<file path="config.mk">
export PLATFORM = sky130hd
export DESIGN_NAME = cache_mem_arbiter
export DESIGN_NICKNAME = d
export VERILOG_FILES = /design/src/rtl/cache_mem_arbiter.sv
export SDC_FILE = /design/constraint.sdc
export NUM_CORES = 1
export LEC_CHECK = 0
export CAP_MARGIN = 40
export CORE_ASPECT_RATIO = 1.75
export CORE_MARGIN = 4
export CORE_UTILIZATION = 48
export DETAILED_ROUTE_END_ITERATION = 16
export PLACE_DENSITY = 0.9
export SYNTH_ARGS = -nofsm -noshare
export SYNTH_HDL_FRONTEND = slang
export SYNTH_SLANG_ARGS = --single-unit
</file>
<file path="constraint.sdc">
create_clock -name clk -period 4.2 [get_ports clk]
set_input_delay 1.05 -clock clk [delete_from_list [all_inputs] [get_ports clk]]
set_output_delay 1.05 -clock clk [all_outputs]
set_load 0.02 [all_outputs]
</file>
<file path="src/rtl/cache_mem_arbiter.sv">
// Shares one main-memory port between the I-cache and D-cache miss paths: dirty write-back, refill read, watchdog abort.
// Define ARB_RR_EN to break simultaneous requests round-robin instead of fixed D-cache priority.
//
// state | meaning
// IDLE  | no transaction; arbitrate between ic_req and dc_req
// WB    | D-cache victim write-back in progress on the memory port
// RD    | refill read in progress on the memory port
// DONE  | one-cycle grant (and err on abort) to the owning cache
module cache_mem_arbiter #(
  parameter int ADDR_W  = 32,
  parameter int DATA_W  = 32,
  parameter int TIMEOUT = 64
) (
  input  logic              clk,
  input  logic              rst_n,
  input  logic              ic_req,
  input  logic [ADDR_W-1:0] ic_addr,
  output logic              ic_gnt,
  output logic [DATA_W-1:0] ic_rdata,
  input  logic              dc_req,
  input  logic [ADDR_W-1:0] dc_addr,
  input  logic              dc_wb,
  input  logic [ADDR_W-1:0] dc_wb_addr,
  input  logic [DATA_W-1:0] dc_wb_data,
  output logic              dc_gnt,
  output logic [DATA_W-1:0] dc_rdata,
  output logic              mem_req,
  output logic              mem_we,
  output logic [ADDR_W-1:0] mem_addr,
  output logic [DATA_W-1:0] mem_wdata,
  input  logic              mem_ready,
  input  logic [DATA_W-1:0] mem_rdata,
  output logic              busy,
  output logic              err
);

  localparam logic [1:0] ST_IDLE = 2'd0;
  localparam logic [1:0] ST_WB   = 2'd1;
  localparam logic [1:0] ST_RD   = 2'd2;
  localparam logic [1:0] ST_DONE = 2'd3;

  localparam logic [7:0] CNT_LAST = 8'(TIMEOUT - 1);

  logic [1:0]        state_q, state_d;
  logic              owner_q, owner_d;       // 1 = D-cache, 0 = I-cache
  logic [ADDR_W-1:0] rd_addr_q, rd_addr_d;
  logic [7:0]        cnt_q, cnt_d;
  logic              mem_req_q, mem_req_d;
  logic              mem_we_q, mem_we_d;
  logic [ADDR_W-1:0] mem_addr_q, mem_addr_d;
  logic [DATA_W-1:0] mem_wdata_q, mem_wdata_d;
  logic              ic_gnt_q, ic_gnt_d;
  logic              dc_gnt_q, dc_gnt_d;
  logic [DATA_W-1:0] ic_rdata_q, ic_rdata_d;
  logic [DATA_W-1:0] dc_rdata_q, dc_rdata_d;
  logic              busy_q, busy_d;
  logic              err_q, err_d;
  logic              dc_win;
  logic              fin;
  logic              fin_err;
  logic [DATA_W-1:0] fin_data;
  logic              wd_hit;

`ifdef ARB_RR_EN
  logic last_owner_q, last_owner_d;          // 1 = D-cache served last
  assign dc_win = dc_req && !(ic_req && last_owner_q);
`else
  assign dc_win = dc_req;
`endif

  assign wd_hit = (cnt_q == CNT_LAST);

  always_comb begin
    state_d     = state_q;
    owner_d     = owner_q;
    rd_addr_d   = rd_addr_q;
    cnt_d       = cnt_q;
    mem_req_d   = mem_req_q;
    mem_we_d    = mem_we_q;
    mem_addr_d  = mem_addr_q;
    mem_wdata_d = mem_wdata_q;
    ic_gnt_d    = 1'b0;
    dc_gnt_d    = 1'b0;
    err_d       = 1'b0;
    ic_rdata_d  = ic_rdata_q;
    dc_rdata_d  = dc_rdata_q;
    fin         = 1'b0;
    fin_err     = 1'b0;
    fin_data    = '0;
`ifdef ARB_RR_EN
    last_owner_d = last_owner_q;
`endif

    case (state_q)
      ST_IDLE: begin
        if (dc_win) begin
          owner_d   = 1'b1;
          rd_addr_d = dc_addr;
          cnt_d     = '0;
          mem_req_d = 1'b1;
          if (dc_wb) begin
            state_d     = ST_WB;
            mem_we_d    = 1'b1;
            mem_addr_d  = dc_wb_addr;
            mem_wdata_d = dc_wb_data;
          end else begin
            state_d    = ST_RD;
            mem_we_d   = 1'b0;
            mem_addr_d = dc_addr;
          end
        end else if (ic_req) begin
          owner_d    = 1'b0;
          rd_addr_d  = ic_addr;
          cnt_d      = '0;
          state_d    = ST_RD;
          mem_req_d  = 1'b1;
          mem_we_d   = 1'b0;
          mem_addr_d = ic_addr;
        end
      end
      ST_WB: begin
        // Write-back handed straight to the refill read: mem_req stays high.
        if (mem_ready) begin
          state_d    = ST_RD;
          cnt_d      = '0;
          mem_we_d   = 1'b0;
          mem_addr_d = rd_addr_q;
        end else if (wd_hit) begin
          fin     = 1'b1;
          fin_err = 1'b1;
        end else begin
          cnt_d = cnt_q + 8'd1;
        end
      end
      ST_RD: begin
        if (mem_ready) begin
          fin      = 1'b1;
          fin_data = mem_rdata;
        end else if (wd_hit) begin
          fin     = 1'b1;
          fin_err = 1'b1;
        end else begin
          cnt_d = cnt_q + 8'd1;
        end
      end
      default: state_d = ST_IDLE;
    endcase

    if (fin) begin
      state_d   = ST_DONE;
      mem_req_d = 1'b0;
      mem_we_d  = 1'b0;
      err_d     = fin_err;
      if (owner_q) begin
        dc_gnt_d   = 1'b1;
        dc_rdata_d = fin_data;
      end else begin
        ic_gnt_d   = 1'b1;
        ic_rdata_d = fin_data;
      end
`ifdef ARB_RR_EN
      last_owner_d = owner_q;
`endif
    end

    busy_d = (state_d != ST_IDLE);
  end

  always_ff @(posedge clk or negedge rst_n) begin
    if (!rst_n) begin
      state_q     <= ST_IDLE;
      owner_q     <= 1'b0;
      rd_addr_q   <= '0;
      cnt_q       <= '0;
      mem_req_q   <= 1'b0;
      mem_we_q    <= 1'b0;
      mem_addr_q  <= '0;
      mem_wdata_q <= '0;
      ic_gnt_q    <= 1'b0;
      dc_gnt_q    <= 1'b0;
      ic_rdata_q  <= '0;
      dc_rdata_q  <= '0;
      busy_q      <= 1'b0;
      err_q       <= 1'b0;
    end else begin
      state_q     <= state_d;
      owner_q     <= owner_d;
      rd_addr_q   <= rd_addr_d;
      cnt_q       <= cnt_d;
      mem_req_q   <= mem_req_d;
      mem_we_q    <= mem_we_d;
      mem_addr_q  <= mem_addr_d;
      mem_wdata_q <= mem_wdata_d;
      ic_gnt_q    <= ic_gnt_d;
      dc_gnt_q    <= dc_gnt_d;
      ic_rdata_q  <= ic_rdata_d;
      dc_rdata_q  <= dc_rdata_d;
      busy_q      <= busy_d;
      err_q       <= err_d;
    end
  end

`ifdef ARB_RR_EN
  always_ff @(posedge clk or negedge rst_n) begin
    if (!rst_n) last_owner_q <= 1'b0;
    else        last_owner_q <= last_owner_d;
  end
`endif

  assign ic_gnt    = ic_gnt_q;
  assign dc_gnt    = dc_gnt_q;
  assign ic_rdata  = ic_rdata_q;
  assign dc_rdata  = dc_rdata_q;
  assign mem_req   = mem_req_q;
  assign mem_we    = mem_we_q;
  assign mem_addr  = mem_addr_q;
  assign mem_wdata = mem_wdata_q;
  assign busy      = busy_q;
  assign err       = err_q;

endmodule

</file>
==> summary.txt, run 1 <==
Purpose: to document the outcome of synthesis and place and route.

Status
The run finished with clean final reports.

Timing
The transition time at the pin with the least slew margin is 0.777 ns. The number of failing hold endpoints at the final stage is 0. The period utilization is between 60% and 70%. From the final report, the count of setup violators was given as 0. The slew check shows that the tightest pin keeps a relative margin of 47.8%. Setup slack on the critical path of the routed design comes to ~1.3 ns.

The most critical hold endpoint after final layout shows a slack of roughly 0.48 ns. Summed over all failing endpoints, the final setup total negative slack is 0 ns. The clock tree skew after final layout is between 0.015 and 0.02 ns.

Synth
The share of the yosys chip area belonging to registers is a little under three fifths. For reference, the top cells by area after synthesis are sky130_fd_sc_hd__dfrtp_1 56%, sky130_fd_sc_hd__mux2i_1 8.2%, sky130_fd_sc_hd__a22o_1 7.4%, sky130_fd_sc_hd__a21oi_1 4.8%, sky130_fd_sc_hd__mux2_2 4.7%. For reference, XOR and XNOR gates occupy 0% of the area reported after synthesis.

The synthesized netlist devotes 19.1% of its cell area to compound gates. The synthesis report gives the async set-or-reset register share as 100%. Summing every instance area after synthesis gives about 7900 sq um.

The most area-hungry cell type in the Yosys netlist is sky130_fd_sc_hd__dfrtp_1. Of the post-synthesis cell area, the dominant cell type holds approximately 56%. The prevailing post-synth register cell is sky130_fd_sc_hd__dfrtp_1. The post-synthesis area per instance is around 11 sq um. After synthesis the netlist holds a flip-flop and latch count of approximately 180. The post-synth tally of flip-flops with integrated enable is 0. The distinct cell type count of the synthesized netlist is around 42. Summing the areas of all and, or, nand and nor instances in the mapped netlist gives approximately 7.1% of the synthesized area. The synthesized netlist devotes roughly 1.3% of its cell area to adder and majority cells. The instance tally after logic synthesis is 696. The share of synthesized area spent on multiplexers is between 10% and 20%.

Setup path
The timing report shows that the slowest cell on the worst path is sky130_fd_sc_hd__clkdlybuf4s50_1. Data on the critical path is required at its endpoint by approximately 4.6 ns. The maximum fanout count along the critical path is 33. The data arrival time of the critical path is between 3 and 4 ns. The first element of the critical path is mem_ready. Per the timing report, the most critical flop-to-flop path finishes at mem_addr[29]. STA classifies the critical path startpoint as an input port. The capture point of the worst path is dc_rdata[3]. The signal on the critical path passes through clkdlybuf4s50_1 -> nor2b_2 -> o21ai_1 -> or3b_1 -> buf_4 -> a22o_1.

By startpoint and endpoint, the worst setup path is classified as input port to register. The worst setup slack for register-to-register paths is approximately 1.7 ns. The number of cells on the worst reg-to-reg path is 8.

Final layout
The antenna diode count is 0. The dominant kind of cell by area is sequential cells. The top cell types in the final layout, fill and taps aside, are 296 x sky130_fd_sc_hd__clkdlybuf4s50_1, 177 x sky130_fd_sc_hd__dfrtp_1, 75 x sky130_fd_sc_hd__a21oi_1.

The most common logic cell in the routed design is sky130_fd_sc_hd__clkdlybuf4s50_1. Counting plain and timing-repair buffers in the layout gives around 310. The number of multi-input logic gates is between 400 and 500. After layout the signal buffers, clock cells excluded, come to 26.7% of cell area. The post-route cell area is around 12000 sq um. The final non-filler cell total is 1175.

The logic area is around 3200 sq um. The flow measured a signed area growth from synthesis to layout of 47.2%. The register area is ~4400 sq um.

Die
The floorplan step set the die width to between 100 and 150 microns. roughly 300 I/O pins were placed. The height of the chip is 177 microns.

The flow inserted about 190 tap cells. The chip area is ~19000 sq um. The placeable core area is about 16000 sq um. After floorplanning, the core was divided into around 61 placement rows.

Pwr
The power consumed by the clock network is roughly 1.6 mW. The analysis attributes to cell leakage a power of 5.06 nW. The internal power of the cells is approximately 5.2 mW. The fraction of power spent switching nets is 38.8%.

Combinational logic is responsible for between 40% and 50% of the overall power. The largest share of the power goes to combinational cells. The clock share of power is ~18%. For the sequential group, total power comes out at between 2 and 3 mW.

The net switching power in the latest report is 3.28 mW.

CTS
No sink is reached through more buffers than the 2 on the longest clock path. The post-CTS hold buffer count recorded in the log is 0. As reported, the later end of the worst-skew pair has a clock insertion delay of 0.42 ns. The total setup buffers inserted after CTS is 0. The clock net sink count is between 150 and 200.

Detailed routing
The total wire length after detailed routing is 22600 microns. The overall via count from detail_route is about 6600. The mean routed wirelength per cell is around 19 microns.

The script logs the ratio of routed vias to standard cells as 5.58. The iteration tally of the first detailed-router pass is 5.

Placed design
The routability-driven placement congestion ratio is approximately 0.83. The worst-case setup slack after placement is a little over 0.9 ns. The number of port buffers is between 200 and 300. Once placement finished, the instance area stood at ~11000 sq um. The detailed placement HPWL is 16500 microns.

Global route
Summed over all layers, the global routing overflow is 0. The combined global-route utilization of all metal layers is about a quarter. The via count of the first global-routing pass is ~6600. The pin count of the biggest net entering global routing is slightly above 80.

Min path
The min-delay analysis places its worst path in the category register to register. The worst hold path cell count is 2.

Flow run
Per the run summary, max-cap violations total 0.
run 1: flip-flops by register name, summed over array words and instances (netlist names):
name and count:
mem_req 1, mem_addr 32, owner_q 1, ic_gnt 1
dc_gnt 1, ic_rdata 32, state_q 2, dc_rdata 32
mem_we 1, busy 1, mem_wdata 32, cnt_q 8
rd_addr_q 32, err 1
run 1: critical path: cells and delay by family:
| kind | cells | cell delay [ns] |
|---|---|---|
| and+or+nand+nor | 2 | 0.33 |
| AOI/OAI and AO/OA | 2 | 0.86 |
| buffers and inverters | 2 | 1.00 |
run 1: routing by layer:
metal / vias up / GRT usage (%) / routed length (microns)
li1: 3103 / - / -
met1: 3140 / 28.3 / 8420
met2: 262 / 42.9 / 12000
met3: 51 / 4.67 / 1180
met4: 0 / 11.3 / 950
met5: - / 0 / 0
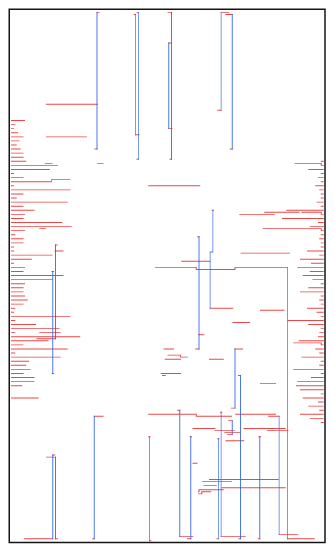
**Above:** run 1 (routed metal, one color a layer).
Scale: 3 px per micron. Two of the layers only.
| layer | color | wire length |
|---|---|---|
| M4 | blue | 950 microns |
| M3 | red | 1180 microns |

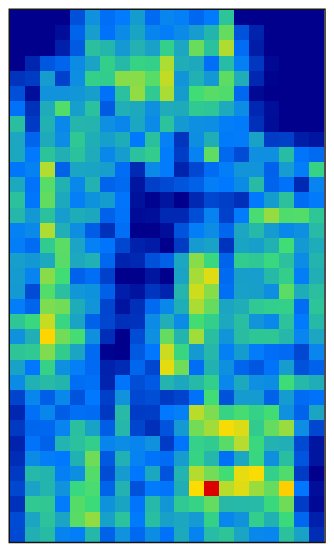
**Above:** run 1 (wiring heat map).
Scale: 3 px per micron. The die is cut into 21 by 35 equal tiles; dark blue is low, red is high, scaled to the fullest tile. Values are wire area over tile area, all layers added.
fullest tile: 0.65
emptiest ninth of the die: north-east
tiles over half the peak: 12%

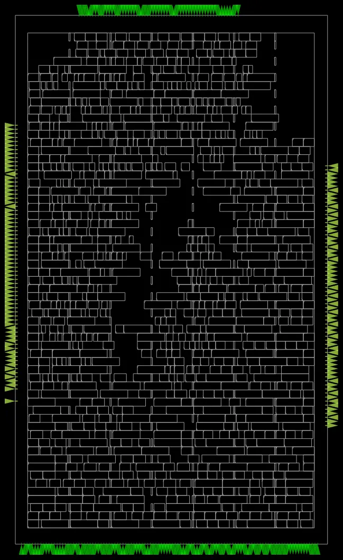
**Above:** run 1 (cell placement).
Layout fillers: 1098
final design utilization: 72.5%
flop count: 177

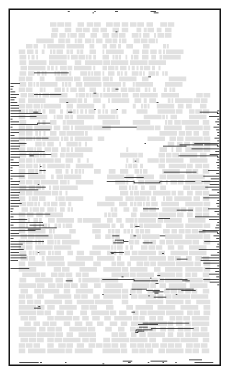
**Above:** run 1 (M3 wires).
Scale: 2 px per micron.
main direction: horizontal
share of all routed wire: 5.2%
nets with wire on the layer: 179

==> run 2: changes to the inputs <==
- CORE_UTILIZATION: 48 -> 44
- PLACE_DENSITY: 0.9 -> 0.84
- clock period: 4.2 -> 2.8 ns (I/O delays scaled with it)
==> run 2 against run 1 <==
Via count increased by 0.95%. Sequential share of layout area decreased by 0.60 points. Total power increased by 53%. Global-route usage decreased by 1.8 points. Synthesized cell count unchanged. Critical path depth increased by 1.
==> summary.txt, run 2 <==
Purpose: to document the outcome of synthesis and place and route.

Status
The flow ran to the end, and the final reports show no timing, DRC or antenna violations.

Die
The number of I/O pins is 300 (unchanged). The placeable core area is 17500 sq um (+9.9%). The die width is 109 microns (+4.1%). The number of cell rows is 64 (+4.9%).

Detailed routing
The via density per instance is 5.42 (-2.9%). The total wire length after detailed routing is 22500 microns (-0.23%). The sum of routed wire segments on met1 is 8000 microns (-5.1%). The iteration tally of the first detailed-router pass is 6 (+1). The wire length on met3 is 1220 microns (+3.0%). The overall via count from detail_route is 6618 (+0.95%). In this run the top signal layer used is met4. The mean routed wirelength per cell is 18.4 microns (-4.1%).

Synth
Post-synth the commonest register cell is sky130_fd_sc_hd__dfrtp_1. The share of the yosys chip area belonging to registers came to 56.4% (unchanged). The post-synthesis share of cell area spent on xor and xnor gates is 0% (unchanged). The share of synthesized area spent on multiplexers is 12.9% (unchanged). The post-synth tally of flip-flops with integrated enable was 0 (unchanged). The number of flip-flops and latches in the synthesized netlist came to 177 (unchanged). The adder and majority gate portion of the synthesized area is 1.27% (unchanged).

The total standard cell area after synthesis came to 7860 sq um (unchanged). The main area contributors are sky130_fd_sc_hd__dfrtp_1 56%, sky130_fd_sc_hd__mux2i_1 8.2%, sky130_fd_sc_hd__a22o_1 7.4%, sky130_fd_sc_hd__a21oi_1 4.8%, sky130_fd_sc_hd__mux2_2 4.7%. The simple logic cell fraction of the synthesized area is 7.07% (unchanged). The distinct cell type count of the synthesized netlist is 42 (unchanged). The post-synthesis area per instance is 11.3 sq um (unchanged). The proportion of netlist area held by the largest area contributor is 56.4% (unchanged).

Pwr
The switching component of the power is 4.82 mW (+47%). The static power due to leakage is 5.11 nW (+1.1%). The power consumed by the clock network came to 2.55 mW (+63%). Per report_power, the top consumer among the power groups is combinational cells.

The fraction of power spent switching nets is 37.1% (-1.7 points). The clock share of power is 19.6% (+1.2 points). The sequential cell power is 4.35 mW (+49%). The internal power of the cells is 8.16 mW (+58%).

CTS
The post-cts hold buffer count is 0 (unchanged). The clock net sink count was 177 (unchanged). The worst-case clock buffer depth is 2 (unchanged).

The total setup buffers inserted after CTS was 0 (unchanged). The insertion delay to the later sink of the worst-skew pair came to 0.43 ns (about the same).

Setup path
The number of buffer and inverter instances along the worst setup path is 2 (unchanged). The data required time of the worst path came to 3.11 ns (-1.44 ns). The startpoint-to-endpoint class of the critical path is register to register. The worst setup path is launched from a register. The maximum fanout count along the critical path is 7 (-79%). For this design, the slowest cell found on the critical path is sky130_fd_sc_hd__nor3b_1.

For reference, the critical path cell chain is inv_1 -> ha_1 -> nor3b_1 -> a211oi_2 -> buf_4 -> a41oi_1 -> a21oi_1. The cell family contributing the most delay on the critical path is simple AND/OR/NAND/NOR gates.

Timing
The number of failing hold endpoints at the final stage is 0 (unchanged). The final tally of setup violations came to 0 (unchanged). The post-layout worst setup margin is 0.480 ns (-0.819 ns). The clock tree skew after final layout is 0.0131 ns (-0.00475 ns). The total negative slack is 0 ns (unchanged). The transition time at the pin with the least slew margin is 0.696 ns (-0.0812 ns).

Final layout
According to the finish report, the design has a final net count of 1152. The most common logic cell in the final layout is sky130_fd_sc_hd__clkdlybuf4s50_1. The register area came to 4430 sq um (unchanged). The post-route cell area was 11800 sq um (+1.6%). The logic area is 3190 sq um (unchanged).

The library cells used most frequently in the layout, excluding fill and tap cells, are 296 x sky130_fd_sc_hd__clkdlybuf4s50_1, 177 x sky130_fd_sc_hd__dfrtp_1, 75 x sky130_fd_sc_hd__a21oi_1. The final standard cell utilization of the core is 67.0% (-5.5 points). The number of fill cells in the layout was 1301 (+18%).

Placed design
The routability-driven placement congestion ratio came to 0.872 (+5.1%). The cell area after placement is 11100 sq um (+1.3%). The number of port buffers was 299 (unchanged). The detailed placement HPWL was 16600 microns (+0.65%).

Global route
The via count of the first global-routing pass is 6733 (+1.7%). The met1 demand-to-capacity share in global routing is 24.3% (-4.0 points). The combined global-route utilization of all metal layers is 22.5% (-1.8 points).

The met3 capacity usage during global routing is 4.29% (-0.38 points). met2 is the most crowded layer. The pin count of the biggest net entering global routing is 98 (+21%). The met2 track demand over resource in global routing is 40.9% (-2.0 points).

Flow run
The total of max-cap violations was 0 (unchanged).
-- run 2: cell counts after synthesis --
Identical to the previous run, type by type.
-- run 2: final timing paths --
check                             start            end  slack (ns)  cells past startpoint
setup / recovery             state_q[0]       cnt_q[3]        0.48                      7
hold / removal                    rst_n    mem_addr[1]        0.19                      1
setup reg to reg             state_q[0]       cnt_q[3]        0.48                      7
hold reg to reg            rd_addr_q[5]   rd_addr_q[5]        0.48                      2
max in group asynchronous         rst_n  mem_wdata[15]        1.84                      2
min in group clk           rd_addr_q[5]   rd_addr_q[5]        0.48                      2
-- run 2: area by class of cell --
cell class,count,share of cell area (%)
inverters,8,0.256
diodes,1,0.0213
well taps,231,2.46
flip-flops and latches,177,37.7
repair buffers,316,27.0
clock buffers,18,3.65
multi-input cells,458,27.2
clock inverters,13,1.71
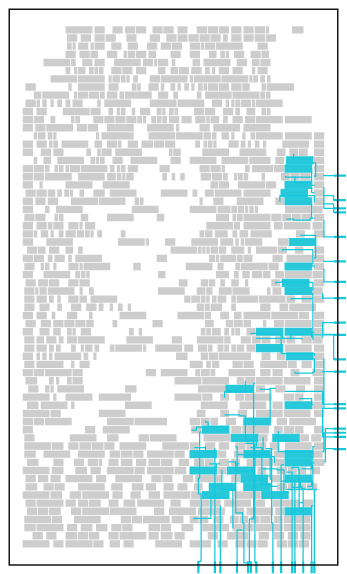
**Above:** run 2 (port wiring).
Scale: 3 px per micron.
| port | color | bits | direction | end cells | buffers | wire |
|---|---|---|---|---|---|---|
| dc_rdata | cyan | 32 | output | 32 | 32 | 1160 microns |

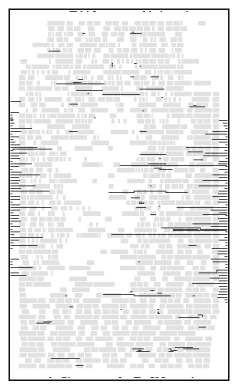
**Above:** run 2 (M3 wires).
Scale: 2 px per micron.
main direction: horizontal
share of all routed wire: 5.4%

==> run 3: changes to the inputs <==
- clock period: 2.8 -> 2.15 ns (I/O delays scaled with it)
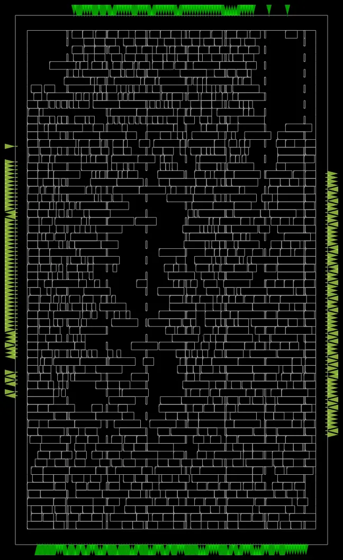
**Above:** run 3 (cell placement).
final cell count without fillers: 1242
number of rows in the core area: 64
Layout fillers: 1280
Seq/total area: 36.9%

==> run 3 against run 2 <==
Global-route usage rose by 0.68 points. Clock-buffer cell count down 1. Cell area increased by 2.1%. Synthesized cell count unchanged. Clock power increased by 25%. Setup slack got worse by 0.35 ns. First-iteration DRC count increased by 15%. Non-clock buffer count up 17. Critical endpoint is now mem_addr[9]. Largest power group unchanged. Highest routed layer unchanged.
==> summary.txt, run 3 <==
Purpose: to document the outcome of synthesis and place and route.

Final layout
The number of multi-input logic gates came to 458 (unchanged). The portion of the layout cell area used by non-clock buffers is 28.5% (+1.5 points). The inverter count is 8 (unchanged). The proportion of cell area spent on the clock network was 5.19% (-0.18 points). The count of flip-flops and latches is 177 (unchanged). The final standard cell utilization of the core was 68.4% (+1.4 points). The antenna diode count is 3 (+2).

The share of cell area taken by multi-input logic gates is 26.7% (-0.51 points). The count of clock-net buffers in the final layout is 17 (-1).

Setup path
The endpoint of the most critical register-to-register path is dc_rdata[13]. The critical path is of the register to output pin type. The launching point of the worst reg2reg path is state_q[1]. Listed in order, past its start point the critical path passes clkdlybuf4s50_1. The capture point of the worst path is mem_addr[9]. The worst setup slack for register-to-register paths is 0.18 ns (-0.30 ns).

According to the timing report, the critical path is launched from mem_addr[9].

Detailed routing
The total wire length after detailed routing came to 23100 microns (+2.4%). The overall via count from detail_route came to 6716 (+1.5%). The wire length on met3 is 1040 microns (-15%). The mean routed wirelength per cell came to 18.6 microns (+0.73%). The sum of routed wire segments on met1 is 8300 microns (+3.8%).

CTS
The insertion delay to the later sink of the worst-skew pair is 0.43 ns (about the same). The worst-case clock buffer depth is 2 (unchanged). The clock net sink count came to 177 (unchanged).

Timing
The final tally of setup violations is 0 (unchanged). The total negative slack is 0 ns (unchanged). The number of failing hold endpoints at the final stage is 0 (unchanged).

The clock tree skew after final layout is 0.0145 ns (+0.00141 ns).

Pwr
The internal power of the cells is 10.5 mW (+29%). The power consumed by the clock network is 3.20 mW (+25%).

Synth
The distinct cell type count of the synthesized netlist is 42 (unchanged). The number of flip-flops and latches in the synthesized netlist is 177 (unchanged). The share of the yosys chip area belonging to registers came to 56.4% (unchanged). The total standard cell area after synthesis is 7860 sq um (unchanged).

The post-synth tally of flip-flops with integrated enable came to 0 (unchanged).

Die
The number of I/O pins is 300 (unchanged).

Global route
The global-route layer with the greatest usage is met2. The met2 track demand over resource in global routing is 42.7% (+1.8 points).

Status
The flow ran to the end, and the final reports show no timing, DRC or antenna violations.
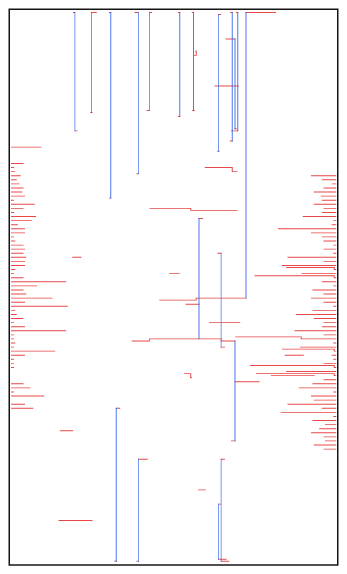
**Above:** run 3 (routed metal, one color a layer).
Scale: 3 px per micron. Two of the layers only.
| layer | color | wire length |
|---|---|---|
| M3 | red | 1040 microns |
| M4 | blue | 783 microns |

[run 3: cell types whose count changed in the layout (fill, tap and decap cells not counted), sizes merged]
cell	before	now
clkinv	3	6
clkbuf	18	17
diode	1	3
clkinvlp	1	0
inv	13	17
bufinv	4	0
buf	20	37
[run 3: timing repair]
action                     in CTS  in global routing
setup buffers                   0                  0
gates resized                   0                  1
setup endpoints to repair       0                 30
[run 3: kinds of logic after synthesis]
| kind of cell | count (synthesis) | synth area share, % |
|---|---|---|
| flops | 177 | 56.4 |
| fa+ha+maj | 8 | 1.27 |
| compound gates | 225 | 19.1 |
| mux | 97 | 12.9 |
| buf+inv | 61 | 3.31 |
| simple gates | 128 | 7.07 |
Power figures rest on the tool's default switching activity, not on a simulated workload.
